File: src/rtl/jru_pkg.sv
// Shared definitions for the jump redirect unit: jump opcodes, condition codes and FSM states.
package jru_pkg;

  localparam logic [4:0] OP_JMP = 5'b10100;
  localparam logic [4:0] OP_BCC = 5'b10111;

  // Condition codes in instr[10:8]; flags arrive as {s,z,c,v}.
  typedef enum logic [2:0] {
    C_EQ = 3'b000,  // z
    C_LT = 3'b001,  // s^v
    C_LE = 3'b010,  // z | (s^v)
    C_NE = 3'b011,  // !z
    C_CS = 3'b100,  // c
    C_CC = 3'b101,  // !c
    C_GE = 3'b110,  // !(s^v)
    C_GT = 3'b111   // !z & !(s^v)
  } cond_e;

  typedef enum logic [1:0] {
    S_IDLE   = 2'd0,
    S_REDIR  = 2'd1,
    S_SQUASH = 2'd2
  } state_e;

endpackage

File: src/rtl/jru_cond_eval.sv
// Combinational SZCV condition evaluator for conditional jumps.
module jru_cond_eval
  import jru_pkg::*;
(
  input  logic [2:0] cond,
  input  logic [3:0] szcv,
  output logic       cond_true
);

  logic s, z, c, v, lt;

  assign s  = szcv[3];
  assign z  = szcv[2];
  assign c  = szcv[1];
  assign v  = szcv[0];
  assign lt = s ^ v;

  always_comb begin
    cond_true = 1'b0;
    unique case (cond_e'(cond))
      C_EQ: cond_true = z;
      C_LT: cond_true = lt;
      C_LE: cond_true = z | lt;
      C_NE: cond_true = ~z;
      C_CS: cond_true = c;
      C_CC: cond_true = ~c;
      C_GE: cond_true = ~lt;
      C_GT: cond_true = ~z & ~lt;
      default: cond_true = 1'b0;
    endcase
  end

endmodule

File: src/rtl/jump_redirect_unit.sv
// Branch-resolution stage: decodes jumps, sends the target to fetch, squashes wrong-path slots.
// Optional taken/not-taken statistics counters are built when JRU_STATS_EN is defined.
module jump_redirect_unit
  import jru_pkg::*;
#(
  parameter int PC_W        = 12,
  parameter int OFF_W       = 8,
  parameter int FLUSH_SLOTS = 2,
  parameter int CNT_W       = 16
) (
  input  logic            clk,
  input  logic            rst_n,
  input  logic            flush,
  input  logic            in_valid,
  output logic            in_ready,
  input  logic [PC_W-1:0] pc,
  input  logic [15:0]     instr,
  input  logic [3:0]      szcv,
  output logic            redir_valid,
  input  logic            redir_ready,
  output logic [PC_W-1:0] redir_pc,
  output logic            squash,
  output state_e          dbg_state_o
`ifdef JRU_STATS_EN
  ,
  output logic [CNT_W-1:0] stat_taken,
  output logic [CNT_W-1:0] stat_nt
`endif
);

  localparam int SQ_W = (FLUSH_SLOTS > 0) ? $clog2(FLUSH_SLOTS + 1) : 1;

  // Redirect handshake: fetch sees a request while redir_valid=1; it completes on the
  // edge where redir_valid=1 and redir_ready=1. redir_pc is held stable until then.

  state_e            state_q, state_d;
  logic [PC_W-1:0]   redir_pc_q, redir_pc_d;
  logic [SQ_W-1:0]   squash_cnt_q, squash_cnt_d;

  logic [OFF_W-1:0]  off;
  logic [PC_W-1:0]   target;
  logic              is_jmp, is_bcc, cond_true;
  logic              eval_en, taken, bcc_not_taken;

  assign off    = instr[OFF_W-1:0];
  assign target = pc + {{(PC_W-OFF_W){off[OFF_W-1]}}, off} + PC_W'(1);
  assign is_jmp = (instr[15:11] == OP_JMP);
  assign is_bcc = (instr[15:11] == OP_BCC);

  jru_cond_eval u_cond (
    .cond      (instr[10:8]),
    .szcv      (szcv),
    .cond_true (cond_true)
  );

  // Only instructions accepted in S_IDLE are evaluated; squashed or flushed ones never are.
  assign eval_en       = in_valid & (state_q == S_IDLE) & ~flush;
  assign taken         = eval_en & (is_jmp | (is_bcc & cond_true));
  assign bcc_not_taken = eval_en & is_bcc & ~cond_true;

  always_comb begin
    state_d      = state_q;
    redir_pc_d   = redir_pc_q;
    squash_cnt_d = squash_cnt_q;
    in_ready     = 1'b1;
    squash       = 1'b0;
    unique case (state_q)
      S_IDLE: begin
        if (taken) begin
          redir_pc_d = target;
          state_d    = S_REDIR;
        end
      end
      S_REDIR: begin
        in_ready = 1'b0;
        if (redir_ready) begin
          if (FLUSH_SLOTS == 0) begin
            state_d = S_IDLE;
          end else begin
            state_d      = S_SQUASH;
            squash_cnt_d = SQ_W'(FLUSH_SLOTS);
          end
        end
      end
      S_SQUASH: begin
        squash = 1'b1;
        if (in_valid) begin
          squash_cnt_d = squash_cnt_q - SQ_W'(1);
          if (squash_cnt_q == SQ_W'(1)) state_d = S_IDLE;
        end
      end
      default: state_d = S_IDLE;
    endcase
    // External flush overrides a pending redirect, a handshake and any squash in progress.
    if (flush) begin
      state_d      = S_IDLE;
      squash_cnt_d = '0;
    end
  end

  always_ff @(posedge clk) begin
    if (!rst_n) begin
      state_q      <= S_IDLE;
      redir_pc_q   <= '0;
      squash_cnt_q <= '0;
    end else begin
      state_q      <= state_d;
      redir_pc_q   <= redir_pc_d;
      squash_cnt_q <= squash_cnt_d;
    end
  end

  assign redir_valid = (state_q == S_REDIR);
  assign redir_pc    = redir_pc_q;
  assign dbg_state_o = state_q;

`ifdef JRU_STATS_EN
  logic [CNT_W-1:0] stat_taken_q, stat_nt_q;

  always_ff @(posedge clk) begin
    if (!rst_n) begin
      stat_taken_q <= '0;
      stat_nt_q    <= '0;
    end else begin
      if (taken && (stat_taken_q != '1)) stat_taken_q <= stat_taken_q + CNT_W'(1);
      if (bcc_not_taken && (stat_nt_q != '1)) stat_nt_q <= stat_nt_q + CNT_W'(1);
    end
  end

  assign stat_taken = stat_taken_q;
  assign stat_nt    = stat_nt_q;
`endif

endmodule

File: config.mk
export PLATFORM = sky130hd
export DESIGN_NAME = jump_redirect_unit
export DESIGN_NICKNAME = d
export VERILOG_FILES = /design/src/rtl/jru_pkg.sv /design/src/rtl/jru_cond_eval.sv /design/src/rtl/jump_redirect_unit.sv
export SDC_FILE = /design/constraint.sdc
export NUM_CORES = 1
export LEC_CHECK = 0
export CORE_MARGIN = 4
export CORE_UTILIZATION = 45
export DETAILED_ROUTE_END_ITERATION = 12
export PLACE_DENSITY = 0.83
export SYNTH_ARGS = -nofsm -noshare
export SYNTH_HDL_FRONTEND = slang
export SYNTH_SLANG_ARGS = --single-unit
export TNS_END_PERCENT = 50
File: constraint.sdc
create_clock -name clk -period 6.6 [get_ports clk]
set_input_delay 0.99 -clock clk [delete_from_list [all_inputs] [get_ports clk]]
set_output_delay 0.99 -clock clk [all_outputs]
set_load 0.02 [all_outputs]
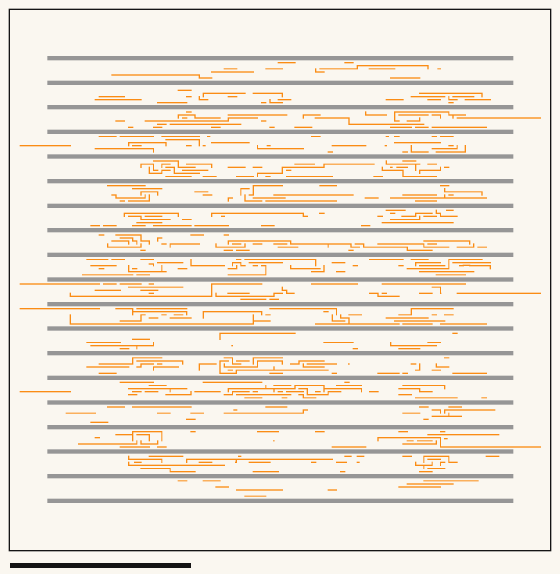
(run_1/m1.png)
The bar under the picture is 20 um long. Supply wires on this layer in grey.
wire length on this layer: 1260 um
share of all routed wire: 42%
nets with wire on the layer: 222
longest straight run: 20.2 um
met1 capacity usage during global routing: 20.2%
WL final: 3040 um
via total after detailed routing: 1279

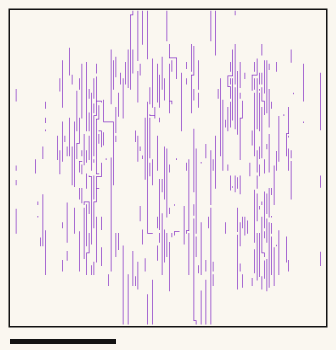
(run_1/m2.png)
The bar under the picture is 20 um long.
share of all routed wire: 47%
main direction: vertical
fraction of met2 tracks used by global routing: 30.6%

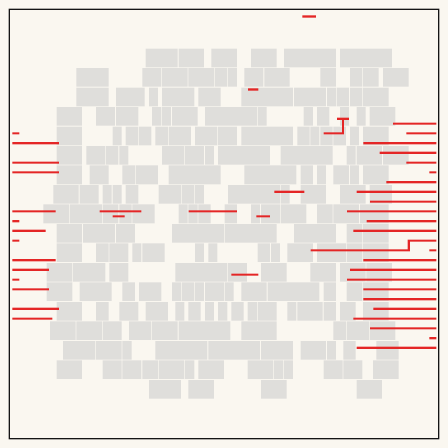
(run_1/m3.png)
wire length on this layer: 294 um
longest straight run: 13.6 um
met3 Resource Use GR: 2.59%

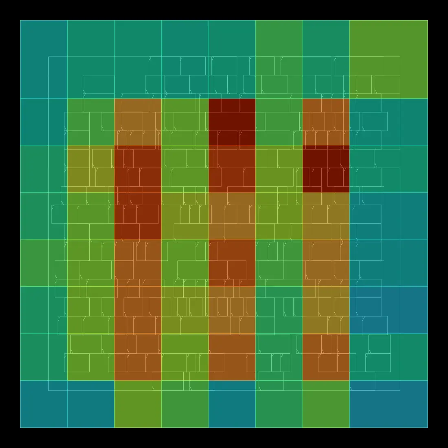
(run_1/congestion_map.png)
Tot GR Track Use: 17.2%
Finished Core Util: 70.9%
post-DR wirelength/cell: 12.9 um
global-route layer with the greatest usage: met2

==> flow_summary_export.csv, run 1 <==
group,metric,value,unit
critical_path,criticalPathCategory,"input pin to flip-flop",
synthesis,topCombFamilyByArea,"AND-OR/OR-AND gates",
drt,uppermost_layer_routed,"met4",
floorplanning,core-area,0.00252,sq mm
pwr,power.total,0.239,mW
drt,wl_met1,1260,um
synthesis,dominant_register_cell_in_the_synthesized_netlist,"sky130_fd_sc_hd__dfxtp_1",
worst_hold_path,min_path_type,"flip-flop to flip-flop",
critical_path,biggest_fanout_along_the_worst_timing_path,15,
synthesis,yosys_top_cell_by_area,"sky130_fd_sc_hd__dfxtp_1",
finish,layout-drive-gt1-share,3.41,%
floorplanning,floorplan.core_util,47.7,%
synthesis,ys_chip_area,0.00120,sq mm
synthesis,post_synth_fa_ha_maj_area_fraction,14.1,%
final_timing,setup_slack,3.26,ns
critical_path,timing.reg2reg.worst_path_depth,5,
synthesis,synthXorXnorAreaFrac,7.28,%
critical_path,worst_setup_path_endpoint,"redir_pc[2]",
global_routing,via_count_of_the_first_global_routing_pass,1204,
pwr,power.share.switching,27.0,%
critical_path,critical_path_arrival,3.54,ns
finish,combinational_share_of_cell_area,46.2,%
final_timing,max_freq,0.299,GHz
run,cap_violations,0,
finish,final-seq-area,320,sq um
synthesis,mux_share,0,%
synthesis,synth_cell_types,35,
worst_hold_path,hold-path-cell-count,2,
global_routing,grt_pass1_wl,4840,um
synthesis,edf_count,0,
synthesis,synth.avg_cell_area,7.97,sq um
global_routing,antenna_found_initial,0,
cts,post_cts_setup_driven_buffer_insertion_count,0,
run_status,outcome,"complete, no violations",
drt,firstDrtPassIters,6,
placed_design,finalWeightedCongestion,0.843,
finish,numSequentialCells,16,
critical_path,critical_path.reg2reg.startpoint,"dbg_state_o[0]",
finish,layout.non_clock_inverters,10,
cts,tritoncts,"built",
drt,drtIter0Drc,73,
synthesis,syn_nets,201,
-- run 1: critical path, cell delays in order --
cell                              delay [ns]
sky130_fd_sc_hd__clkdlybuf4s50_1        0.57
sky130_fd_sc_hd__nand4b_1               0.12
sky130_fd_sc_hd__or4_4                  0.44
sky130_fd_sc_hd__o41ai_2                1.07
sky130_fd_sc_hd__nor2_1                 0.07
sky130_fd_sc_hd__a211oi_1               0.27
-- run 1: power groups by stage --
stage	Combinational (mW)	Clock, mW	Sequential [mW]
after floorplan	0.0444	0	0.101
after global placement	0.0776	0	0.0999
after detailed placement	0.0789	0	0.0999
after CTS	0.0794	0.0652	0.0977
after global routing	0.0877	0.0690	0.0978
final	0.0792	0.0626	0.0977
-- run 1: Yosys cell counts (2+ instances only) --
cell / instances
sky130_fd_sc_hd__a211oi_1: 6
sky130_fd_sc_hd__a21o_1: 3
sky130_fd_sc_hd__a21oi_1: 20
sky130_fd_sc_hd__a31oi_1: 2
sky130_fd_sc_hd__dfxtp_1: 16
sky130_fd_sc_hd__ha_1: 12
sky130_fd_sc_hd__inv_1: 10
sky130_fd_sc_hd__nand2_1: 22
sky130_fd_sc_hd__nand2b_1: 2
sky130_fd_sc_hd__nand4b_1: 2
sky130_fd_sc_hd__nor2_1: 9
sky130_fd_sc_hd__nor2b_1: 3
sky130_fd_sc_hd__nor3_1: 4
sky130_fd_sc_hd__o211ai_1: 3
sky130_fd_sc_hd__o21a_1: 3
sky130_fd_sc_hd__o21ai_0: 5
sky130_fd_sc_hd__o41a_1: 2
sky130_fd_sc_hd__or3b_1: 2
sky130_fd_sc_hd__xnor2_1: 6
sky130_fd_sc_hd__xor2_1: 4
==> run_1/clock_wires.png <==
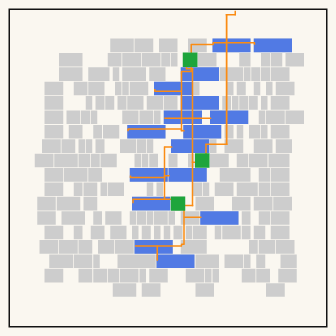

==> run 1 -> run 2 <==
--- a/config.mk
+++ b/config.mk
@@ -6,9 +6,9 @@
 export NUM_CORES = 1
 export LEC_CHECK = 0
 export CORE_MARGIN = 4
-export CORE_UTILIZATION = 45
+export CORE_UTILIZATION = 37
 export DETAILED_ROUTE_END_ITERATION = 12
-export PLACE_DENSITY = 0.83
+export PLACE_DENSITY = 0.72
 export SYNTH_ARGS = -nofsm -noshare
 export SYNTH_HDL_FRONTEND = slang
 export SYNTH_SLANG_ARGS = --single-unit
==> constraint.sdc (replaced) <==
create_clock -name clk -period 2.77 [get_ports clk]
set_input_delay 0.4155 -clock clk [delete_from_list [all_inputs] [get_ports clk]]
set_output_delay 0.4155 -clock clk [all_outputs]
set_load 0.02 [all_outputs]
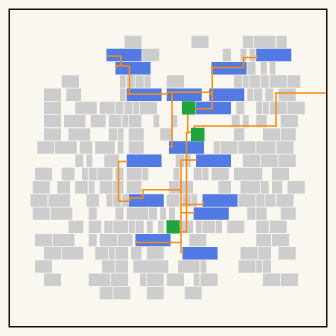
(run_2/clock_wires.png)
legend:
  blue:
    item: flip-flops
    count: 16
  orange:
    item: clock wires
    length: 204 um
  green:
    item: clock-net drivers
    count: 3
routed clock nets: 4
fraction of power consumed by the clock network: 26.4%
Worst Skew: 0.00397 ns

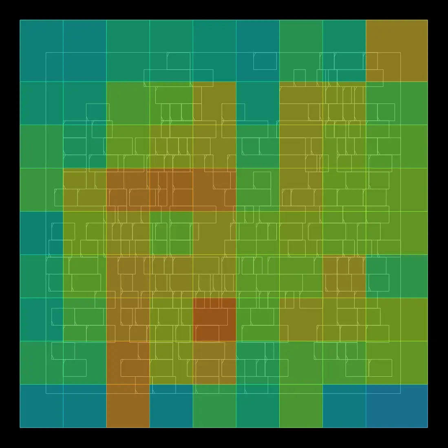
(run_2/congestion_map.png)
met1 capacity usage during global routing: 17.2%
post-DR wirelength/cell: 12.0 um

==> run 2 against run 1 <==
Area after synthesis is the same. Total power rose by 140%. Non-clock buffer count rose by 4. Combinational power increased by 140%. Worst setup slack got worse by 2.9 ns. Flip-flop count unchanged. Count of clock-buffer cells in the layout is the same. Design area is 2.7% higher. Largest power group unchanged.
==> flow_summary_export.csv, run 2 <==
group,metric,value,unit
critical_path,worst_r2r_endpoint,"redir_pc[9]",
synthesis,post_synth_inst_count,151,
finish,postLayoutCoreUtil,59.6,%
synthesis,synth.cells.most_frequent,"sky130_fd_sc_hd__nand2_1 (22), sky130_fd_sc_hd__a21oi_1 (20), sky130_fd_sc_hd__dfxtp_1 (16), sky130_fd_sc_hd__ha_1 (12), sky130_fd_sc_hd__inv_1 (10)",
worst_hold_path,hold-path-cell-count,2,
drt,ant_nets,0,
synthesis,edf_count,0,
global_routing,pin_count_of_the_biggest_net_entering_global_routing,16,
run_status,outcome,"complete, no violations",
worst_hold_path,min_path_type,"flip-flop to flip-flop",
drt,wl_met1,1360,um
floorplanning,floorplan.core_util,39.1,%
critical_path,max_stage_delay,0.46,ns
pwr,power.total,0.580,mW
run,cap_violations,0,
synthesis,mux_share,0,%
cts,post_cts_setup_driven_buffer_insertion_count,0,
critical_path,critical_path_arrival,2.67,ns
synthesis,syn_nets,201,
final_timing,max_freq,0.406,GHz
final_timing,setup_slack,0.306,ns
placed_design,finalWeightedCongestion,0.880,
drt,firstDrtPassIters,4,
critical_path,criticalPathCategory,"input pin to flip-flop",
critical_path,biggest_fanout_along_the_worst_timing_path,3,
drt,drtIter0Drc,41,
synthesis,yosysMostFrequentCell,"sky130_fd_sc_hd__nand2_1",
drt,route.final.wire_length,3040,um
global_routing,gr-total-overflow,0,
critical_path,critical_path.reg2reg.startpoint,"dbg_state_o[0]",
critical_path,cells_traversed_along_the_worst_timing_path,"clkdlybuf4s50_1 > ha_1 > nor2b_1 > o31ai_1 > a31oi_1 > o41a_1 > xnor2_1 > a211oi_1",
global_routing,antenna_found_initial,0,
global_routing,gr-usage-met2,28.2,%
synthesis,synth.avg_cell_area,7.97,sq um
global_routing,grt_pass1_wl,5260,um
critical_path,critical_path_buf_inv_count,1,
synthesis,synthXorXnorAreaFrac,7.28,%
finish,layoutNonFillerInstCount,253,
global_routing,top_usage_layer,"met2",
finish,layout-drive-gt1-share,5.26,%
final_timing,hold_slack,0.460,ns
cts,cts_made_buffers,3,
global_routing,via_count_of_the_first_global_routing_pass,1306,
placed_design,numPortBuffers,53,
global_routing,gr-usage-all-layers,15.1,%
floorplanning,row_count,20,
synthesis,post_synth_fa_ha_maj_area_fraction,14.1,%
critical_path,family_with_the_most_delay_on_the_worst_path,"AND-OR/OR-AND gates",
floorplanning,core-area,0.00308,sq mm
synthesis,ys_chip_area,0.00120,sq mm
drt,uppermost_layer_routed,"met4",
finish,final-seq-area,320,sq um
synthesis,dominant_register_cell_in_the_synthesized_netlist,"sky130_fd_sc_hd__dfxtp_1",
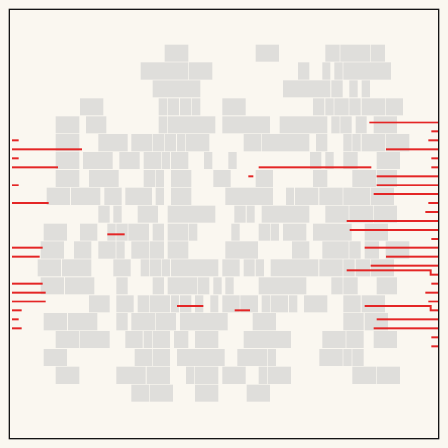
(run_2/m3.png)
longest straight run: 16.8 um
wire length on this layer: 230 um
main direction: horizontal
share of all routed wire: 7.6%
nets with wire on the layer: 43
via total after detailed routing: 1284
met3 Resource Use GR: 3.47%

==> run 2: cell types whose count changed in the layout (fill, tap and decap cells not counted) <==
cell                    delta
sky130_fd_sc_hd__buf_4     +4
==> run 2: worst max path at each step <==
stage / end / slack, ns / depth (start not counted)
after floorplan: redir_pc[7] / 0.59 / 7
after global placement: redir_pc[10] / 0.05 / 11
after detailed placement: redir_pc[11] / 0.0004 / 8
after CTS: redir_pc[11] / 0.30 / 8
after global routing: redir_pc[10] / 0.13 / 11
final: redir_pc[11] / 0.31 / 8
==> run 2: kinds of logic (layout without fill, tap and decap cells) <==
group,Yosys count,in the layout
adders and majority gates,13,13
DFF,16,16
AOI/OAI and AO/OA,50,50
and+or+nand+nor,49,49
buffers and inverters,13,71
xor gates and xnor gates,10,10
==> run 2: worst register-to-register path: stages (launching register included) <==
cell                       delay, ns
sky130_fd_sc_hd__dfxtp_1        0.37
sky130_fd_sc_hd__nand4b_1       0.20
sky130_fd_sc_hd__or4_4          0.44
sky130_fd_sc_hd__or3_1          0.36
sky130_fd_sc_hd__o41a_1         0.21
sky130_fd_sc_hd__or3b_1         0.41
sky130_fd_sc_hd__a21oi_1        0.16
==> run 2: area by class of cell <==
class / instances / share of cell area [%]
multi-input cells: 122 / 45.0
repair buffers: 57 / 30.5
flip-flops and latches: 16 / 17.5
well taps: 44 / 3.00
inverters: 10 / 2.04
clock buffers: 4 / 1.98
==> run 2: where the power goes <==
part / internal, mW / switching, mW
sequential: 0.232 / 0.000991
clock: 0.0800 / 0.0733
combinational: 0.108 / 0.0861
total: 0.419 / 0.160
==> run_2/m1.png <==
The bar under the picture is 20 um long. Supply wires on this layer in grey.
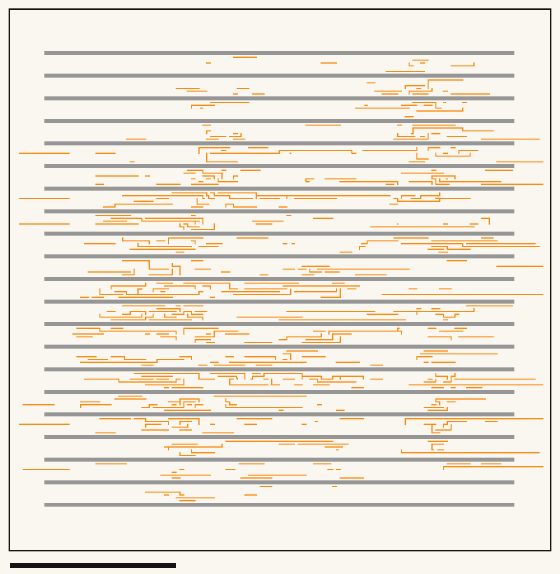

==> run 2 -> run 3 <==
--- a/config.mk
+++ b/config.mk
@@ -5,11 +5,12 @@
 export SDC_FILE = /design/constraint.sdc
 export NUM_CORES = 1
 export LEC_CHECK = 0
-export CORE_MARGIN = 4
-export CORE_UTILIZATION = 37
+export CORE_MARGIN = 3
+export CORE_UTILIZATION = 38
 export DETAILED_ROUTE_END_ITERATION = 12
-export PLACE_DENSITY = 0.72
+export PLACE_DENSITY = 0.73
 export SYNTH_ARGS = -nofsm -noshare
 export SYNTH_HDL_FRONTEND = slang
+export SYNTH_HIERARCHICAL = 1
 export SYNTH_SLANG_ARGS = --single-unit
 export TNS_END_PERCENT = 50
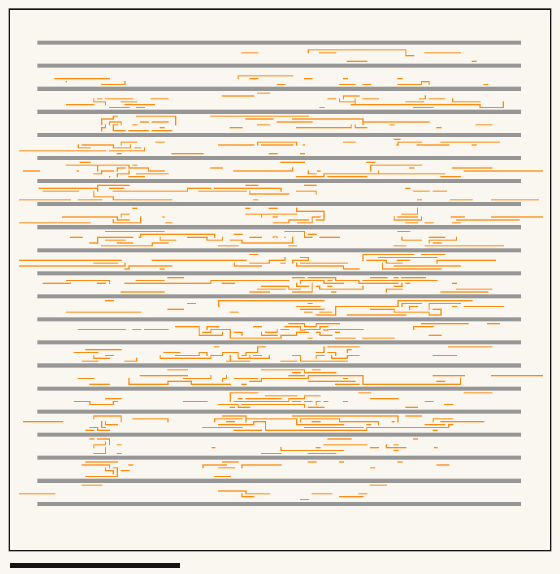
(run_3/m1.png)
The bar under the picture is 20 um long. Supply wires on this layer in grey.
share of all routed wire: 42%
main direction: horizontal
via total after detailed routing: 1340
WL final: 3320 um
met1 capacity usage during global routing: 18.7%

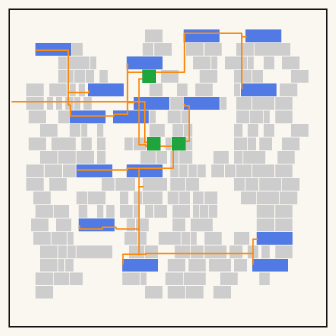
(run_3/clock_wires.png)
legend:
  green:
    item: clock-net drivers
    count: 3
  orange:
    item: clock wires
    length: 253 um
  blue:
    item: flip-flops
    count: 16
routed clock nets: 4
Clk. pwr: 0.162 mW
Worst Skew: 0.00733 ns
fraction of power consumed by the clock network: 27.4%
insertion delay to the later sink of the worst-skew pair: 0.29 ns

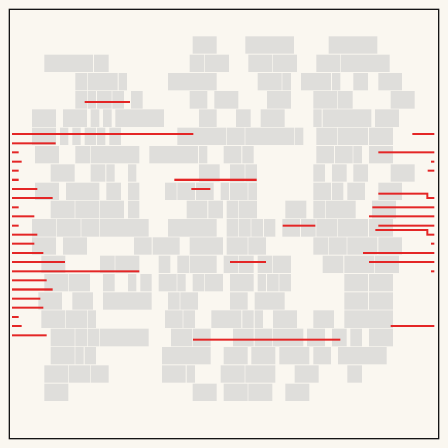
(run_3/m3.png)
share of all routed wire: 7.4%
longest straight run: 26.7 um
met3 Resource Use GR: 4.63%

==> run 3 against run 2 <==
Area after synthesis up 5.1%. First-iteration DRC count up 22%. Non-clock buffer count up 4. Die area down 4.1%. Count of clock-buffer cells in the layout unchanged. Fmax up 1.6%. Cell count up 1.6%. Total power up 2.2%.
==> flow_summary_export.csv, run 3 <==
group,metric,value,unit
finish,layoutNonFillerInstCount,257,
floorplanning,floorplan.core_util,40.8,%
cts,post_cts_setup_driven_buffer_insertion_count,0,
run,cap_violations,0,
critical_path,criticalPathCategory,"input pin to flip-flop",
synthesis,post_synth_fa_ha_maj_area_fraction,13.5,%
synthesis,yosys.area.top_type_share,25.3,%
synthesis,synthXorXnorAreaFrac,4.15,%
synthesis,topCombFamilyByArea,"AND-OR/OR-AND gates",
floorplanning,row_count,20,
critical_path,endpoint_kind,"flip-flop",
global_routing,grt_pass1_wl,5650,um
drt,ant_nets,0,
run_status,outcome,"complete, no violations",
worst_hold_path,min_path_type,"flip-flop to flip-flop",
global_routing,top_usage_layer,"met2",
cts,tritoncts,"built",
final_timing,max_freq,0.412,GHz
synthesis,yosys_top_cell_by_area,"sky130_fd_sc_hd__dfxtp_1",
drt,post_drt_wl_per_cell,12.9,um
synthesis,post_synth_inst_count,153,
critical_path,critical_path.reg2reg.startpoint,"dbg_state_o[0]",
critical_path,critical_path_buf_inv_count,2,
placed_design,finalWeightedCongestion,0.814,
global_routing,gr-usage-all-layers,16.8,%
synthesis,yosysMostFrequentCell,"sky130_fd_sc_hd__dfxtp_1",
floorplanning,core-area,0.00310,sq mm
final_timing,setup_slack,0.344,ns
global_routing,via_count_of_the_first_global_routing_pass,1357,
synthesis,edf_count,0,
synthesis,mux_share,4.15,%
final_timing,post_layout_period_usage,87.6,%
synthesis,synth.cells.most_frequent,"sky130_fd_sc_hd__dfxtp_1 (16), sky130_fd_sc_hd__nand2_1 (14), sky130_fd_sc_hd__a21oi_1 (13), sky130_fd_sc_hd__ha_1 (12), sky130_fd_sc_hd__o21ai_0 (10)",
worst_hold_path,hold-path-cell-count,2,
critical_path,family_with_the_most_delay_on_the_worst_path,"AND-OR/OR-AND gates",
global_routing,gr-usage-met2,31.9,%
finish,layout-drive-gt1-share,8.92,%
cts,clockRootBuffer,"sky130_fd_sc_hd__clkbuf_4",
critical_path,timing.reg2reg.worst_path_depth,6,
pwr,power.total,0.593,mW
cts,ctsLongestPathBuffers,2,
drt,firstDrtPassIters,4,
critical_path,max_stage_delay,0.56,ns
synthesis,dominant_register_cell_in_the_synthesized_netlist,"sky130_fd_sc_hd__dfxtp_1",
cts,cts_made_buffers,3,
final_timing,hold_slack,0.475,ns
finish,final-seq-area,320,sq um
synthesis,syn_nets,203,
synthesis,synth.avg_cell_area,8.27,sq um
synthesis,synth_cell_types,41,
synthesis,ys_chip_area,0.00126,sq mm
drt,drtIter0Drc,50,
critical_path,biggest_fanout_along_the_worst_timing_path,7,
critical_path,cells_traversed_along_the_worst_timing_path,"clkdlybuf4s50_1 > nor2_1 > a211o_1 > a211oi_1 > nand3_1 > a211oi_4 > buf_4 > nand3b_1 > mux2_2 > o21ai_0",
critical_path,worst_r2r_endpoint,"redir_pc[10]",
finish,postLayoutCoreUtil,62.1,%
==> run 3: netlist changes by cell type after synthesis, sizes merged, moves of 3 or more <==
cell | previous run | this run
nor2b | 3 | 6
xor2 | 4 | 1
nand3b | 0 | 5
a21oi | 20 | 13
inv | 10 | 7
nor2 | 9 | 3
nand2 | 22 | 14
o21ai | 5 | 10
mux2i | 0 | 3
o211ai | 3 | 0
nand3 | 1 | 8
==> run 3: layer usage <==
metal	vias up	routed length (um)
met1	599	1410
met3	2	247
met2	48	1660
met4	0	8
li1	691	-
met5	-	0
==> run 3: worst reg2reg max path, stage by stage, from the launching register on <==
cell and delay, ns:
sky130_fd_sc_hd__dfxtp_1 0.39, sky130_fd_sc_hd__or4b_4 0.56, sky130_fd_sc_hd__a211oi_4 0.26, sky130_fd_sc_hd__buf_4 0.21, sky130_fd_sc_hd__nand3b_1 0.08, sky130_fd_sc_hd__mux2_2 0.27
sky130_fd_sc_hd__o21ai_0 0.07
==> run 3: report_power, final <==
part           total (mW)  switching, mW  internal, mW
combinational       0.198         0.0863         0.111
clock               0.162         0.0824        0.0800
sequential          0.232       0.000846         0.231
total               0.593          0.170         0.423
==> run 3: worst max path at each step <==
stage | startpoint | cells after the start | to
3_3_place_gp | instr[8] | 10 | redir_pc[10]
5_1_grt | instr[8] | 10 | redir_pc[8]
4_1_cts | instr[8] | 10 | redir_pc[10]
3_5_place_dp | instr[8] | 10 | redir_pc[10]
6_report | instr[8] | 10 | redir_pc[10]
2_1_floorplan | pc[0] | 9 | redir_pc[10]
==> run 3: layout make-up <==
cell class	instances	area share, %
clock buffer	4	1.88
inverter	7	1.36
multi-input combinational	125	46.6
sequential	16	16.6
tap	44	2.86
timing repair buffer	61	30.7
Power and IR drop assume default switching activity.
